## src/rtl/flanken_pkg.sv

```systemverilog
// Shared definitions for the flanken edge-counter bank: MODE encodings and the edge qualifier.
package flanken_pkg;

  typedef logic [1:0] mode_t;

  localparam mode_t MODE_OFF  = 2'b00;
  localparam mode_t MODE_RISE = 2'b01;
  localparam mode_t MODE_FALL = 2'b10;
  localparam mode_t MODE_BOTH = 2'b11;

  // Bit 0 of the mode enables rising edges, bit 1 enables falling edges.
  function automatic logic edge_hit(input mode_t m, input logic re, input logic fe);
    return (re & m[0]) | (fe & m[1]);
  endfunction

endpackage

```

## src/rtl/flanken_ch.sv

```systemverilog
// One flanken channel: synchroniser, optional debounce (FLANKEN_DEBOUNCE_EN), history flop, counter, sticky OVF.
module flanken_ch
  import flanken_pkg::*;
#(
  parameter int CNT_W       = 8,
  parameter int SYNC_STAGES = 2,
  parameter int SAT         = 0
`ifdef FLANKEN_DEBOUNCE_EN
  ,
  parameter int DEB_CYC     = 4
`endif
) (
  input  logic             CLK,
  input  logic             RST,
  input  logic             sig,
  input  mode_t            mode,
  input  logic             clr,
  output logic             re,
  output logic             fe,
  output logic [CNT_W-1:0] cnt,
  output logic             ovf
);

  logic [SYNC_STAGES-1:0] sync_p0;
  logic                   filt_p1;
  logic                   hist_p2;
  logic                   hit;

  function automatic logic [CNT_W-1:0] next_cnt(input logic [CNT_W-1:0] c);
    if (&c) return (SAT != 0) ? c : '0;
    return c + 1'b1;
  endfunction

  // Stage 0: synchroniser chain, shifting from bit 0 towards the MSB.
  always_ff @(posedge CLK) begin
    if (RST) sync_p0 <= '0;
    else     sync_p0 <= {sync_p0[SYNC_STAGES-2:0], sig};
  end

  // Stage 1: optional debounce between synchroniser and history.
`ifdef FLANKEN_DEBOUNCE_EN
  localparam int DW = $clog2(DEB_CYC + 1);
  logic [DW-1:0] deb_cnt;

  always_ff @(posedge CLK) begin
    if (RST) begin
      filt_p1 <= 1'b0;
      deb_cnt <= '0;
    end else if (sync_p0[SYNC_STAGES-1] != filt_p1) begin
      if (deb_cnt == DW'(DEB_CYC - 1)) begin
        filt_p1 <= sync_p0[SYNC_STAGES-1];
        deb_cnt <= '0;
      end else begin
        deb_cnt <= deb_cnt + 1'b1;
      end
    end else begin
      deb_cnt <= '0;
    end
  end
`else
  assign filt_p1 = sync_p0[SYNC_STAGES-1];
`endif

  assign re  = filt_p1 & ~hist_p2;
  assign fe  = ~filt_p1 & hist_p2;
  assign hit = edge_hit(mode, re, fe);

  // Stage 2: history flop and counter; CLR discards a coincident edge.
  always_ff @(posedge CLK) begin
    if (RST) begin
      hist_p2 <= 1'b0;
      cnt     <= '0;
      ovf     <= 1'b0;
    end else begin
      hist_p2 <= filt_p1;
      if (clr) begin
        cnt <= '0;
        ovf <= 1'b0;
      end else if (hit) begin
        cnt <= next_cnt(cnt);
        if (&cnt) ovf <= 1'b1;
      end
    end
  end

endmodule

```

## src/rtl/flanken_bank.sv

```systemverilog
// Bank of N_CH independent edge-detect/count channels; FLANKEN_DEBOUNCE_EN inserts a debounce filter per channel.
module flanken_bank
  import flanken_pkg::*;
#(
  parameter int N_CH        = 4,
  parameter int CNT_W       = 8,
  parameter int SYNC_STAGES = 2,
  parameter int SAT         = 0,
  parameter int DEB_CYC     = 4
) (
  input  logic                  CLK,
  input  logic                  RST,
  input  logic [N_CH-1:0]       SIGNAL,
  input  logic [2*N_CH-1:0]     MODE,
  input  logic [N_CH-1:0]       CLR,
  output logic [N_CH-1:0]       RE,
  output logic [N_CH-1:0]       FE,
  output logic [N_CH*CNT_W-1:0] COUNTER,
  output logic [N_CH-1:0]       OVF
);

  if (N_CH < 1 || N_CH > 32 || CNT_W < 2 || CNT_W > 32 || SYNC_STAGES < 2 ||
      SYNC_STAGES > 4 || DEB_CYC < 2 || DEB_CYC > 255) begin : g_bad_param
    $error("flanken_bank: parameter out of range");
  end

  for (genvar i = 0; i < N_CH; i++) begin : g_ch
    flanken_ch #(
      .CNT_W       (CNT_W),
      .SYNC_STAGES (SYNC_STAGES),
      .SAT         (SAT)
`ifdef FLANKEN_DEBOUNCE_EN
      ,
      .DEB_CYC     (DEB_CYC)
`endif
    ) u_ch (
      .CLK  (CLK),
      .RST  (RST),
      .sig  (SIGNAL[i]),
      .mode (MODE[2*i +: 2]),
      .clr  (CLR[i]),
      .re   (RE[i]),
      .fe   (FE[i]),
      .cnt  (COUNTER[i*CNT_W +: CNT_W]),
      .ovf  (OVF[i])
    );
  end

endmodule

```

## config.mk

```make
export PLATFORM = sky130hd
export DESIGN_NAME = flanken_bank
export DESIGN_NICKNAME = d
export VERILOG_FILES = /design/src/rtl/flanken_pkg.sv /design/src/rtl/flanken_ch.sv /design/src/rtl/flanken_bank.sv
export SDC_FILE = /design/constraint.sdc
export NUM_CORES = 1
export LEC_CHECK = 0
export CAP_MARGIN = 20
export CORE_MARGIN = 2
export CORE_UTILIZATION = 51
export CTS_CLUSTER_DIAMETER = 40
export CTS_CLUSTER_SIZE = 25
export DETAILED_ROUTE_END_ITERATION = 16
export GPL_ROUTABILITY_DRIVEN = 1
export GPL_TIMING_DRIVEN = 1
export PLACE_DENSITY_LB_ADDON = 0.1
export SYNTH_ARGS = -nofsm -noshare
export SYNTH_HDL_FRONTEND = slang
export SYNTH_SLANG_ARGS = --single-unit
```

## constraint.sdc

```tcl
create_clock -name CLK -period 3.8 [get_ports CLK]
set_clock_uncertainty 0.1 [all_clocks]
set_input_delay 0.76 -clock CLK [delete_from_list [all_inputs] [get_ports CLK]]
set_output_delay 0.76 -clock CLK [all_outputs]
set_load 0.03 [all_outputs]
```

### Cell placement, run 1

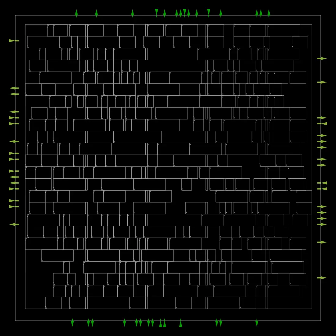
# rows: 24
fillers: 364

### Routed metal per tile, run 1

14 x 14 tiles, from dark blue (low) to red (high), scaled to the fullest tile. Values are wire area over tile area, all layers added.
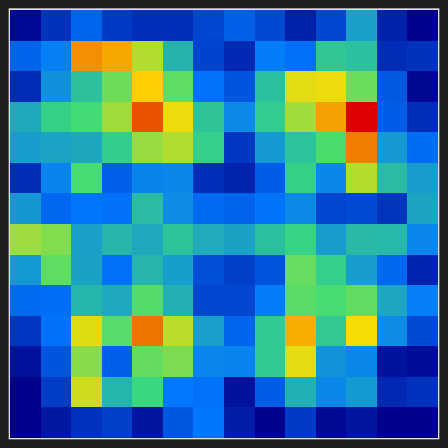
21% of the tiles are over half the peak. The densest ninth of the die: top left. The mean over all tiles is 0.14.

### Drive-strength map, run 1

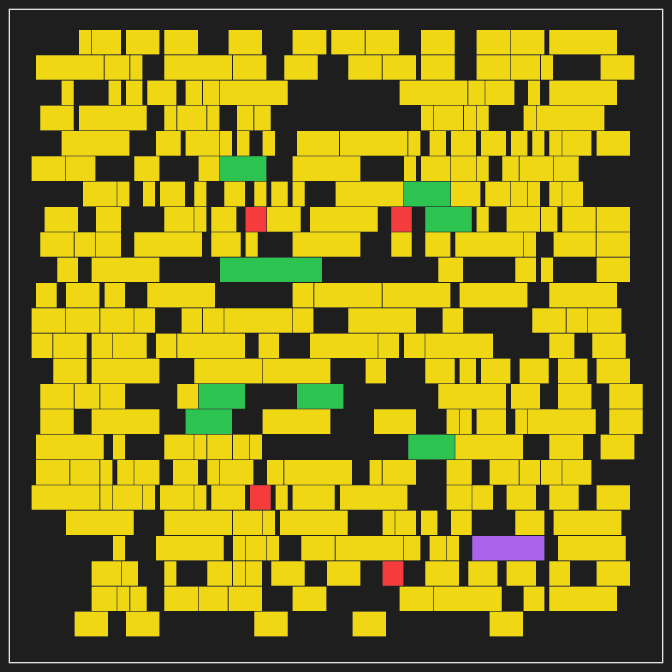
Key: _6 and larger = green [cells 8, share 2.7%, most used clkbuf_8]; _3 and _4 cells = purple [cells 1, share 0.34%, most used a31oi_4]; _0 and _1 cells = yellow [cells 283, share 96%, most used clkdlybuf4s50_1]; _2 cells = red [cells 4, share 1.4%, most used or2_2]

==> reports/results.ini, run 1 <==
[status]
status = complete, no violations

[setup_path]
cp_data_arrival_time_ps = 1530
cp-start-kind = flip-flop
r2r_cells = 4
path_delay_family = buffers and inverters
cpPeakStageDelay_ps = 680
crit_start = g_ch[3].u_ch.sync_p0[1]
critPathBufInv = 1
critPathKind = reg -> out
endpoint = RE[3]
path_cells = nor2b_1 -> clkdlybuf4s50_1
timing.rr.end = g_ch[2].u_ch.cnt[0]
worstSetupEndpointType = output pin

[worst_hold_path]
min_path_cells = 1
min_to = g_ch[3].u_ch.sync_p0[1]
min_from = g_ch[3].u_ch.sync_p0[0]

[cts]
cts_buffers = 5
cts.htree.levels = 2
cts_setup_buffers = 0
clock.latency.late_pin_ps = 300
root_buffer = clkbuf_8
cts.path.max_buffers = 2
cts_sinks = 48
cts_tree = done
path_clk_slew_ps = 80
cts_resized = 0

[finish]
sh_comb_area_pct = 38.69
fin_nets = 317
comb_cells = 176
top_register = g_ch.u_ch.cnt
clk_share_pct = 4.367
top_regs = g_ch.u_ch.cnt x32, g_ch.u_ch.sync_p0 x8
ff_count = 48
buf_share_pct = 21.10
final_core_util_pct = 67.40
flop_area_um2 = 960.9

[synthesis]
synth_warnings = 0
simple_gate_share_pct = 23.58
synth.cellmix.xorXnorShare_pct = 9.433
syn_nets = 269
syn_avg_cell_area_um2 = 9.022
ys_cells = 247
ys_top_logic_family = simple AND/OR/NAND/NOR gates
yosysTopAreaCell = dfxtp_1
netlist_area_um2 = 2228
edf_count = 0
synth_seq_share_pct = 43.12

[detailed_routing]
first_iter_violations = 107
vias = 1821
met1_length_mm = 2.154
drc = 0
viasPerCell = 5.233
final_antenna_net_count = 0
wl_met2_mm = 1.873
dr_wl_met3_um = 241
post_drt_wl_per_cell_um = 12.46
routed_wirelength_mm = 4.337

[power]
seq-power_mw = 0.513
finalPower_mw = 0.9697
pwr-share-clk_pct = 40.8
p_sw_mw = 0.1963
p_int_mw = 0.7734
swShare_pct = 20.25

[sta]
tightest_slew_ps = 507.0
max_freq_ghz = 0.4188
final_hold_viol_count = 0
finalWorstSetupSlack_ps = 1412

[global_routing]
globalRouteMet3Util_pct = 4.473
grtUsageMet2_pct = 27.62
grt_antenna_before_repair = 0

[floorplanning]
tap_cells = 52
io_pins = 62

[place]
place_congestion = 0.8138
place_ws_ps = 1298

[run]
maxCapViolations = 0

### Register map, names as in the netlist, run 1

Scale bar: 20 um. Other sequential cells in the stronger gray, the rest of the logic in the fainter gray.
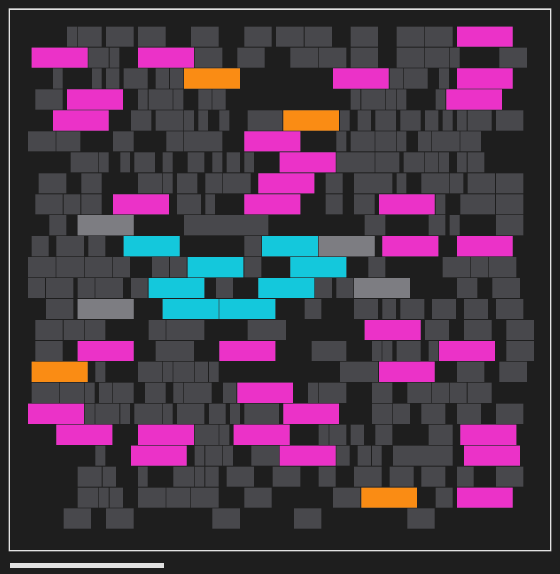

==> run 2, diff against run 1 <==
Settings changed: CORE_UTILIZATION 51 to 48.
Clock period 3.8 ns to 2.5 ns, I/O delays scaled along.
### Register map, names as in the netlist, run 2

Scale bar: 20 um. Other sequential cells in the stronger gray, the rest of the logic in the fainter gray.
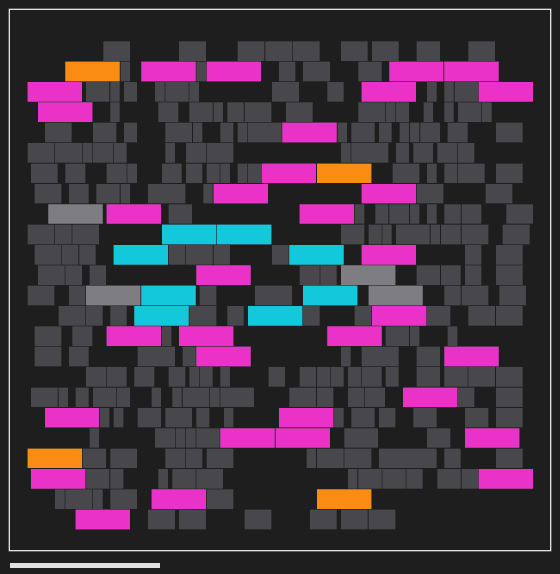
Key: g_ch.u_ch.sync_p0 = cyan [placed flops 8]; g_ch.u_ch.cnt = magenta [placed flops 32, where spread over the die]; g_ch.u_ch.ovf = orange [placed flops 4]
Another 4 sequential cells are not colored.
Seq group: 0.780 mW
Seq area share: 33.79%
Core Util, Final: 64.43%
register area: 960.9 um2

### Routed metal per tile, run 2

14 x 14 tiles, from dark blue (low) to red (high), scaled to the fullest tile. Values are wire area over tile area, all layers added.
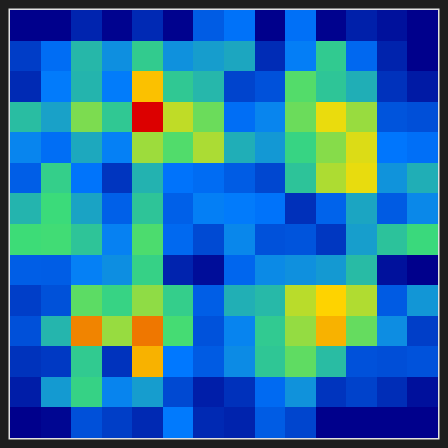
The fullest tile reaches 0.43. The mean over all tiles is 0.13. 7.7% of the tiles are nearly empty. 17% of the tiles are over half the peak.

==> reports/results.ini, run 2 <==
[cts]
cts_resized = 0
cts_setup_buffers = 0
cts_sinks = 48
clock.latency.late_pin_ps = 290
cts.htree.levels = 2
cts.path.max_buffers = 2
cts_buffers = 5
path_clk_slew_ps = 80
cts_tree = done
root_buffer = clkbuf_8

[setup_path]
path_cells = clkdlybuf4s50_1
cpPeakStageDelay_ps = 740
cp-start-kind = flip-flop
r2r-start = g_ch[2].u_ch.sync_p0[1]
cp.required_ps = 1900
cp_data_arrival_time_ps = 1530
critPathBufInv = 1
r2r_cells = 4
worstSetupEndpointType = output pin
crit_path_max_fanout = 8
path_delay_family = buffers and inverters
timing.rr.end = g_ch[2].u_ch.cnt[0]
cp.depth = 1
critPathKind = reg -> out
timing.reg2reg.setup_slack_ps = 1000
endpoint = COUNTER[8]
crit_start = g_ch[1].u_ch.cnt[0]

[finish]
nNonClkBuffers = 62
fin_nets = 318
antenna_cells = 0
top_register = g_ch.u_ch.cnt
inv_count = 3
top_regs = g_ch.u_ch.cnt x32, g_ch.u_ch.sync_p0 x8
buf_share_pct = 21.73
drive_above_1_share_pct = 3.741
lay_top_count = clkdlybuf4s50_1
syn2layout_area_growth_pct = 27.63
clk_share_pct = 2.420
sh_comb_area_pct = 39.38
final_area_um2 = 2844
comb_area_um2 = 1120
largestClassByArea = multi-input combinational cells
comb_cells = 176

[global_routing]
gr-total-overflow = 0
grt_max_degree = 13
grt_pass1_wl_mm = 7.203
globalRouteMet3Util_pct = 6.528
grt_antenna_before_repair = 0
grt_usage_pct = 17.26
grtUsageMet2_pct = 26.10

[power]
finalPower_mw = 1.279
p_int_mw = 1.004
vdd_drop_max_mv = 0.3153
p_leak_nw = 0.9380
swShare_pct = 21.51
p_comb_share_pct = 7.2
powerComb_mw = 0.0923
p_sw_mw = 0.2752
pwr-share-clk_pct = 31.8
p_per_area_nw_per_um2 = 449.8
power-top-group = sequential cells
clk-power_mw = 0.407
power_frac_seq_pct = 61.0

[floorplanning]
io_pins = 62
dieHeight_um = 72.14
fp_util_pct = 50.48
num_rows = 24

[synthesis]
ys_top_cells_by_count = 48 x dfxtp_1, 29 x nor2_1, 22 x nand2_1
compound_area_share_pct = 14.54
synth_warnings = 0
syn_avg_cell_area_um2 = 9.022
edf_count = 0
synth_seq_share_pct = 43.12
most_common_cell = dfxtp_1
synthDistinctLibCells = 34
synth.cellmix.xorXnorShare_pct = 9.433
ys_sh_adder_pct = 2.246
synth_top_area_share_pct = 43.12
yosysTopAreaCell = dfxtp_1
ys_sh_mux_pct = 0.4492
topCellsByArea = dfxtp_1 43%, xnor2_1 7.9%, nor2b_1 5.3%
simple_gate_share_pct = 23.58
syn_nets = 269
netlist_area_um2 = 2228
ys_area_um2 = 2228
ys_cells = 247
ys_top_logic_family = simple AND/OR/NAND/NOR gates

[status]
status = complete, no violations

[worst_hold_path]
min_from = g_ch[1].u_ch.sync_p0[0]
min_to = g_ch[1].u_ch.sync_p0[1]
min_path_cells = 1
hold_class = reg -> reg

[sta]
hold_ws_ps = 338.9
relSlewSlack_pct = 78.95
max_freq_ghz = 0.4704
min_period_over_period_pct = 85.04
drv_slew = 0
finalWorstSetupSlack_ps = 374.1
tightest_slew_ps = 314.7
final_hold_viol_count = 0
min_period_ps = 2126

[place]
place_congestion = 0.8438
place_ws_ps = 466.2
post-place-cells = 341
numPortBuffers = 61
hpwl_mm = 3.029
dpl-instance-area_um2 = 2775

[run]
maxCapViolations = 0
warning_count = 26

[detailed_routing]
post_drt_wl_per_cell_um = 11.95
routed_wirelength_mm = 4.133
wl_met2_mm = 1.752
vias = 1796
dr_wl_met3_um = 301
final_antenna_net_count = 0
met1_length_mm = 2.020
drc = 0
viasPerCell = 5.191
first_iter_violations = 83

### Cell placement, run 2

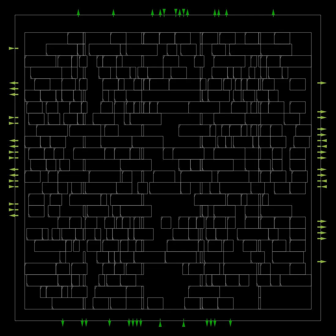
Tapcell Cnt: 52
fin cells: 346
Core Area: 4414 um2
final sequential cell count: 48
fillers: 382

### Drive-strength map, run 2

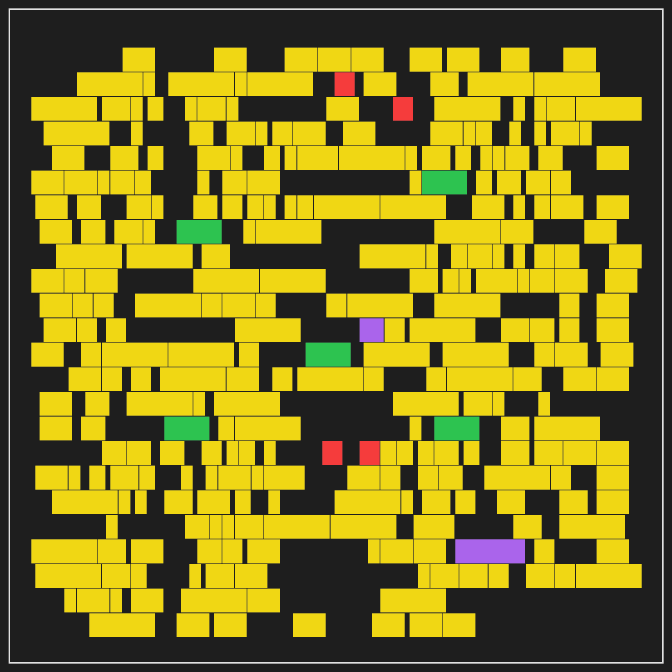

==> run 3, diff against run 2 <==
Settings changed: CORE_UTILIZATION 48 to 60, DONT_BUFFER_PORTS set to 1, SKIP_CTS_REPAIR_TIMING set to 1.
### Drive-strength map, run 3

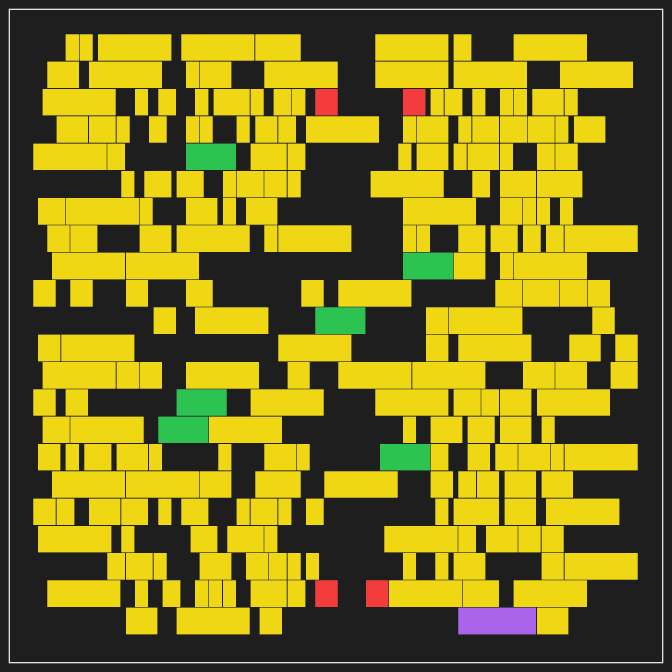
Key: _2 cells = red [cells 4, share 1.7%, most used or2_2]; _6 and larger = green [cells 6, share 2.6%, most used clkbuf_8]; _0 and _1 cells = yellow [cells 224, share 95%, most used dfxtp_1]; _3 and _4 cells = purple [cells 1, share 0.43%, most used a31oi_4]

### Clock network drawn from the DEF, run 3

Scale bar: 20 um.
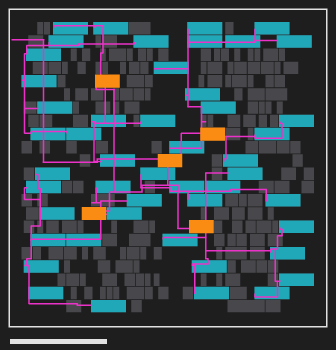
Key: clock wires = magenta [length 535 um]; flip-flops = cyan [count 48]; clock drivers = orange [count 5]
Position of the flops: spread over the die. There are 6 routed clock nets.
Clk. pwr: 0.462 mW
Clock Latency Late Sink: 290 ps

### Register map, names as in the netlist, run 3

Scale bar: 20 um. Other sequential cells in the stronger gray, the rest of the logic in the fainter gray.
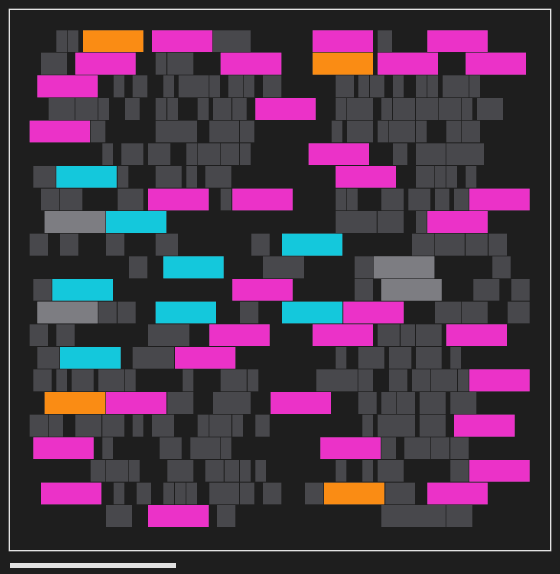
Key: g_ch.u_ch.cnt = magenta [placed flops 32, where spread over the die]; g_ch.u_ch.sync_p0 = cyan [placed flops 8]; g_ch.u_ch.ovf = orange [placed flops 4]
Another 4 sequential cells are not colored.
Seq group: 0.783 mW
Seq area share: 42.86%

==> reports/results.ini, run 3 <==
[status]
status = complete, no violations

[finish]
comb_cells = 176
comb_area_um2 = 1120
antenna_cells = 0
final_core_util_pct = 62.18
clk_share_pct = 4.018
drive_above_1_share_pct = 4.681
most-common-layout-cells = 48 x dfxtp_1, 29 x nor2_1, 22 x nand2_1, 20 x xnor2_1, 19 x nor2b_1
sh_comb_area_pct = 49.94
final_area_um2 = 2242
largestClassByArea = multi-input combinational cells
syn2layout_area_growth_pct = 0.6176
buf_share_pct = 0
top_register = g_ch.u_ch.cnt
lay_top_count = dfxtp_1
fill_cells = 334
ff_count = 48
flop_area_um2 = 960.9
fin_nets = 256
top_regs = g_ch.u_ch.cnt x32, g_ch.u_ch.sync_p0 x8

[power]
p_per_area_nw_per_um2 = 577.5
p_int_mw = 1.017
finalPower_mw = 1.295
power_frac_seq_pct = 60.5
p_comb_share_pct = 3.9
p_sw_mw = 0.2779
power-top-group = sequential cells
pwr-share-clk_pct = 35.7
vdd_drop_max_mv = 0.4116
p_leak_nw = 0.7263
swShare_pct = 21.46

[synthesis]
ys_top_logic_family = simple AND/OR/NAND/NOR gates
edf_count = 0
ys_sh_mux_pct = 0.4492
synth.cellmix.xorXnorShare_pct = 9.433
synth_top_area_share_pct = 43.12
ys_area_um2 = 2228
ys_top_cells_by_count = 48 x dfxtp_1, 29 x nor2_1, 22 x nand2_1
synth_warnings = 0
ys_sh_adder_pct = 2.246
syn_nets = 269
topCellsByArea = dfxtp_1 43%, xnor2_1 7.9%, nor2b_1 5.3%
most_common_cell = dfxtp_1
ys_cells = 247
netlist_area_um2 = 2228
yosysTopAreaCell = dfxtp_1
synthDistinctLibCells = 34
simple_gate_share_pct = 23.58
compound_area_share_pct = 14.54
syn_avg_cell_area_um2 = 9.022

[worst_hold_path]
hold_class = in -> reg
min_path_cells = 1
min_to = g_ch[0].u_ch.sync_p0[1]

[sta]
drv_slew = 0
finalWorstSetupSlack_ps = 711.5
min_period_ps = 1789
min_period_over_period_pct = 71.54
hold_ws_ps = 167.8
tightest_slew_ps = 590.7
final_hold_viol_count = 0
max_freq_ghz = 0.5591

[place]
dpl-instance-area_um2 = 2152
hpwl_mm = 2.882
place_congestion = 0.8623
post-place-cells = 275
place_ws_ps = 815.5

[global_routing]
grtUsageMet2_pct = 32.09
top_usage_layer = met2
grt_pass1_wl_mm = 6.720
gr-total-overflow = 0
grt_antenna_before_repair = 0
globalRouteMet3Util_pct = 6.944
grt_usage_pct = 20.29
grt_max_degree = 17

[setup_path]
worstSetupEndpointType = output pin
cp-start-kind = flip-flop
cp_data_arrival_time_ps = 1190
critPathBufInv = 0
crit_start = g_ch[0].u_ch.sync_p0[1]
cp.required_ps = 1900
r2r_cells = 5
cpPeakStageDelay_ps = 500
path_delay_family = simple AND/OR/NAND/NOR gates
crit_path_max_fanout = 5
endpoint = RE[0]
cp.depth = 1
r2r-start = g_ch[0].u_ch.cnt[0]
path_cells = nor2b_1
critPathKind = reg -> out

[detailed_routing]
drc = 0
first_iter_violations = 102
met1_length_mm = 1.817
viasPerCell = 5.636
post_drt_wl_per_cell_um = 14.08
vias = 1595
routed_wirelength_mm = 3.986
dr_wl_met3_um = 272
wl_met2_mm = 1.862
first_pass_iters = 4
final_antenna_net_count = 0

[cts]
cts_buffers = 5
cts_sinks = 48
cts.path.max_buffers = 2
path_clk_slew_ps = 80
cts.htree.levels = 2
cts_tree = done
root_buffer = clkbuf_8

[floorplanning]
num_rows = 22
dieHeight_um = 64.94
core_area_um2 = 3606
tap_cells = 48
io_pins = 62

[run]
maxCapViolations = 0
warning_count = 26

Power is estimated from default activity; no workload was simulated.
